Pin placement:
Pins as bars across the die edge, other pins in gray.
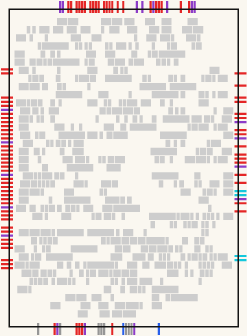
Signal wires by layer:
Only two layers are drawn.
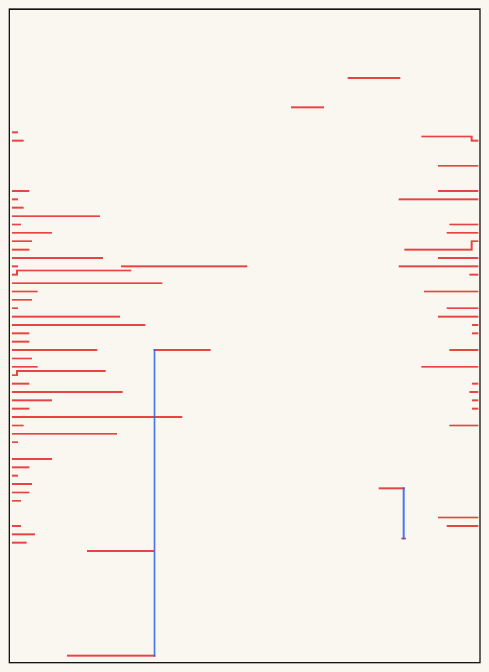
Register map, names as in the netlist:
Other sequential cells in the stronger gray, the rest of the logic in the fainter gray.
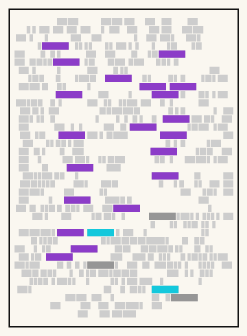
===== src/rtl/noc_pkg.sv =====
// Shared NoC constants and helpers for the router output-port blocks.
package noc_pkg;

  localparam int DEFAULT_WIDTH = 20;
  localparam int X_HOP_LOC     = 4;
  localparam int Y_HOP_LOC     = 7;

  // An index signal must stay at least one bit wide even for tiny counts.
  function automatic int clog2_min1(input int n);
    return (n < 2) ? 1 : $clog2(n);
  endfunction

endpackage


===== src/rtl/noc_arbiter_merge_rr_arbiter.sv =====
// Round-robin arbiter: grants the first request at or above the priority
// pointer (wrapping), and moves the pointer past the winner on each transfer.
module rr_arbiter
  import noc_pkg::*;
#(
  parameter int NUM_IN = 4,
  parameter int SRC_W  = clog2_min1(NUM_IN)
) (
  input  logic              clk,
  input  logic              rst_n,
  input  logic [NUM_IN-1:0] req,
  input  logic              advance,
  output logic [NUM_IN-1:0] grant,
  output logic [SRC_W-1:0]  grant_idx,
  output logic              any
);

  logic [SRC_W-1:0] ptr_r;
  logic [SRC_W-1:0] ptr_next_s;
  logic [SRC_W:0]   sum_s;
  logic [SRC_W-1:0] idx_s;

  // Search upward from the pointer, modulo NUM_IN; the first request wins.
  always_comb begin
    grant_idx = '0;
    any       = 1'b0;
    sum_s     = '0;
    idx_s     = '0;
    for (int k = 0; k < NUM_IN; k++) begin
      sum_s = {1'b0, ptr_r} + (SRC_W+1)'(k);
      idx_s = (sum_s >= (SRC_W+1)'(NUM_IN)) ? SRC_W'(sum_s - (SRC_W+1)'(NUM_IN))
                                            : SRC_W'(sum_s);
      if (!any && req[idx_s]) begin
        any       = 1'b1;
        grant_idx = idx_s;
      end else begin
        any       = any;
      end
    end
    grant = any ? (NUM_IN'(1) << grant_idx) : '0;
  end

  // Pointer value that follows a transfer from the current winner.
  always_comb begin
    ptr_next_s = (grant_idx == SRC_W'(NUM_IN - 1)) ? '0 : grant_idx + SRC_W'(1);
  end

  // Priority pointer: moves only on an actual input transfer.
  always_ff @(posedge clk or negedge rst_n) begin
    if (!rst_n) begin
      ptr_r <= '0;
    end else if (advance) begin
      ptr_r <= ptr_next_s;
    end else begin
      ptr_r <= ptr_r;
    end
  end

endmodule


===== src/rtl/noc_arbiter_merge.sv =====
// N-input single-output merge for a router output port: round-robin pick of
// one atomic flit per cycle into a registered output stage.
module noc_arbiter_merge
  import noc_pkg::*;
#(
  parameter int WIDTH  = DEFAULT_WIDTH,
  parameter int NUM_IN = 4,
  parameter int SRC_W  = clog2_min1(NUM_IN)
) (
  input  logic                    clk,
  input  logic                    rst_n,
  input  logic [NUM_IN-1:0]       in_valid,
  input  logic [NUM_IN*WIDTH-1:0] in_data,
  output logic [NUM_IN-1:0]       in_ready,
  output logic                    out_valid,
  output logic [WIDTH-1:0]        out_data,
  output logic [SRC_W-1:0]        out_src,
  input  logic                    out_ready
);

  logic              load_en_s;
  logic              advance_s;
  logic              any_s;
  logic [NUM_IN-1:0] grant_s;
  logic [SRC_W-1:0]  grant_idx_s;
  logic [WIDTH-1:0]  mux_data_s;
  logic              out_valid_r;
  logic [WIDTH-1:0]  out_data_r;
  logic [SRC_W-1:0]  out_src_r;

  rr_arbiter #(
    .NUM_IN (NUM_IN),
    .SRC_W  (SRC_W)
  ) u_arb (
    .clk       (clk),
    .rst_n     (rst_n),
    .req       (in_valid),
    .advance   (advance_s),
    .grant     (grant_s),
    .grant_idx (grant_idx_s),
    .any       (any_s)
  );

  assign load_en_s  = !out_valid_r || out_ready;
  assign advance_s  = load_en_s && any_s;
  // Gating with rst_n keeps every input stalled while reset is held.
  assign in_ready   = (rst_n && load_en_s) ? grant_s : '0;
  assign mux_data_s = in_data[int'(grant_idx_s)*WIDTH +: WIDTH];

  // Output stage: load the winner when the slot is free or draining, else hold.
  always_ff @(posedge clk or negedge rst_n) begin
    if (!rst_n) begin
      out_valid_r <= 1'b0;
      out_data_r  <= '0;
      out_src_r   <= '0;
    end else if (load_en_s) begin
      out_valid_r <= any_s;
      if (any_s) begin
        out_data_r <= mux_data_s;
        out_src_r  <= grant_idx_s;
      end else begin
        out_data_r <= out_data_r;
        out_src_r  <= out_src_r;
      end
    end else begin
      out_valid_r <= out_valid_r;
      out_data_r  <= out_data_r;
      out_src_r   <= out_src_r;
    end
  end

  assign out_valid = out_valid_r;
  assign out_data  = out_data_r;
  assign out_src   = out_src_r;

endmodule


===== config.mk =====
export PLATFORM = sky130hd
export DESIGN_NAME = noc_arbiter_merge
export DESIGN_NICKNAME = d
export VERILOG_FILES = /design/src/rtl/noc_pkg.sv /design/src/rtl/noc_arbiter_merge_rr_arbiter.sv /design/src/rtl/noc_arbiter_merge.sv
export SDC_FILE = /design/constraint.sdc
export NUM_CORES = 1
export LEC_CHECK = 0
export ABC_AREA = 1
export CELL_PAD_IN_SITES_DETAIL_PLACEMENT = 0
export CELL_PAD_IN_SITES_GLOBAL_PLACEMENT = 1
export CORE_ASPECT_RATIO = 1.4
export CORE_UTILIZATION = 29
export CTS_CLUSTER_DIAMETER = 200
export DETAILED_ROUTE_END_ITERATION = 7
export PLACE_DENSITY_LB_ADDON = 0.12
export SLEW_MARGIN = 20
export SYNTH_ARGS = -nofsm -noshare
export SYNTH_HDL_FRONTEND = slang
export SYNTH_SLANG_ARGS = --single-unit

===== constraint.sdc =====
create_clock -name clk -period 3.7 [get_ports clk]
set_input_delay 0.74 -clock clk [delete_from_list [all_inputs] [get_ports clk]]
set_output_delay 0.74 -clock clk [all_outputs]
set_load 0.01 [all_outputs]

==> results.txt <==
Notes on the physical design

The flow ran to the end, and the final reports show no timing, DRC or antenna violations. The combinational group share of total power is 0.783. The number of cells after detailed placement is 549. For this design, Yosys synthesis ends with a cell count of 351.

The share of total power dissipated in sequential elements is 0.163. The TritonCTS buffer count is 3. The warning count from the yosys run is 0. The detailed-placement wirelength estimate is about 5.2 mm. The antenna diode count is 0. The combinational cell power is 0.00253 W.

The cell area after placement is 0.00344 mm2. The power in the clock group is 0.000171 W. Ranked by power, first place goes to combinational logic. The cell class contributing the biggest share of worst-path delay is buffers and inverters. In this run the mean area of a mapped cell was 6.37 um2. Sorting the synthesized cells by area gives the leading types as sky130_fd_sc_hd__dfrtp_1 28%, sky130_fd_sc_hd__nand2_1 20%, sky130_fd_sc_hd__nand3_1 12%. The initial antenna violation count is 0. The non-filler instance count after layout is 553. The number of buffers inserted to repair setup after CTS is 0. STA classifies the critical path endpoint as an output pin. The number of search-and-repair iterations in the first detailed-routing pass is 4. Prior to clock tree synthesis, the placed netlist has a worst setup slack of 0.0675 ns. Per the post-synthesis report, the number of cells in the design is 351.

Per the placement log, port buffering inserted 113 buffers. The number of global-route vias before repair is 2597. The highest supply drop recorded on VDD is 0.574 mV. The placer congestion estimate is between 0.8 and 0.9. The worst setup path category is primary input to output pin. The flow reports an fmax of 284 MHz. The number of rows created at floorplan is 37. Of the synthesized area, sequential elements account for 0.280. The total power per unit cell area is 921 mW/mm2.
About 'pin placement':
| color | port | pins | direction | edge |
|---|---|---|---|---|
| blue | out_src | 2 | output | bottom |
| cyan | in_valid | 4 | input | right |
| red | in_data | 80 | input | 37 left, 22 top, 16 right, 5 bottom |
| purple | out_data | 20 | output | 8 top, 5 left, 4 right, 3 bottom |
all pins by edge: 42 left, 30 top, 24 right, 18 bottom

About 'signal wires by layer':
| color | layer | wire length |
|---|---|---|
| blue | metal 4 | 57.8 um |
| red | metal 3 | 480 um |

About 'register map, names as in the netlist':
| color | name in the netlist | placed flops |
|---|---|---|
| purple | out_data | 20 |
| cyan | out_src | 2 |
share of cell area taken by flip-flops and latches: 0.179
Final Core Density: 0.473

-- kinds of logic after synthesis --
group	after synthesis	share of synthesized area
buffers and inverters	79	0.158
flip-flops	25	0.280
AND-OR/OR-AND	7	0.0185
AND/OR/NAND/NOR	239	0.538
adder cells (fa/ha/maj)	1	0.00560
-- path summary, 6_finish.rpt --
kind | startpoint | end | slack, ns | depth (start not counted)
worst max register to register | u_arb.ptr_r[0]$_DFFE_PN0P_ | out_data[18]$_DFFE_PN0P_ | 1.15 | 13
worst min register to register | out_src[1]$_DFFE_PN0P_ | out_src[1]$_DFFE_PN0P_ | 0.50 | 2
worst min-delay path | out_src[1]$_DFFE_PN0P_ | out_src[1]$_DFFE_PN0P_ | 0.50 | 2
worst max-delay path | in_valid[1] | in_ready[2] | 0.18 | 12
max in group asynchronous | rst_n | u_arb.ptr_r[1]$_DFFE_PN0P_ | 2.59 | 2
min in group asynchronous | rst_n | out_data[7]$_DFFE_PN0P_ | 0.86 | 2
-- cell type report --
class | count | area (um2) | share of cell area
multi-input combinational | 247 | 1260 | 0.361
timing repair buffer | 126 | 1230 | 0.352
sequential | 25 | 626 | 0.179
inverter | 54 | 208 | 0.0593
tap | 97 | 121 | 0.0347
clock buffer | 3 | 41.3 | 0.0118
clock inverter | 1 | 7.51 | 0.00214
-- routing by layer --
metal	track usage	routed length, um	part of all wire
met3	0.0378	479	0.065
met2	0.340	3640	0.49
met4	0.0412	57	0.0078
met1	0.228	3170	0.43
met5	0	0	0
-- sequential cells by signal, indices dropped and copies added (netlist names) --
signal,count
out_data,20
out_src,2
u_arb.ptr_r,2
out_valid,1
-- tightest hold or removal path, delay by kind of cell, from the launching register on --
kind               cells  cell delay (ns)
AOI/OAI and AO/OA      1             0.06
and+or+nand+nor        1             0.05
DFF                    1             0.35
No activity file was given, so power comes from the tool's default toggle rates.
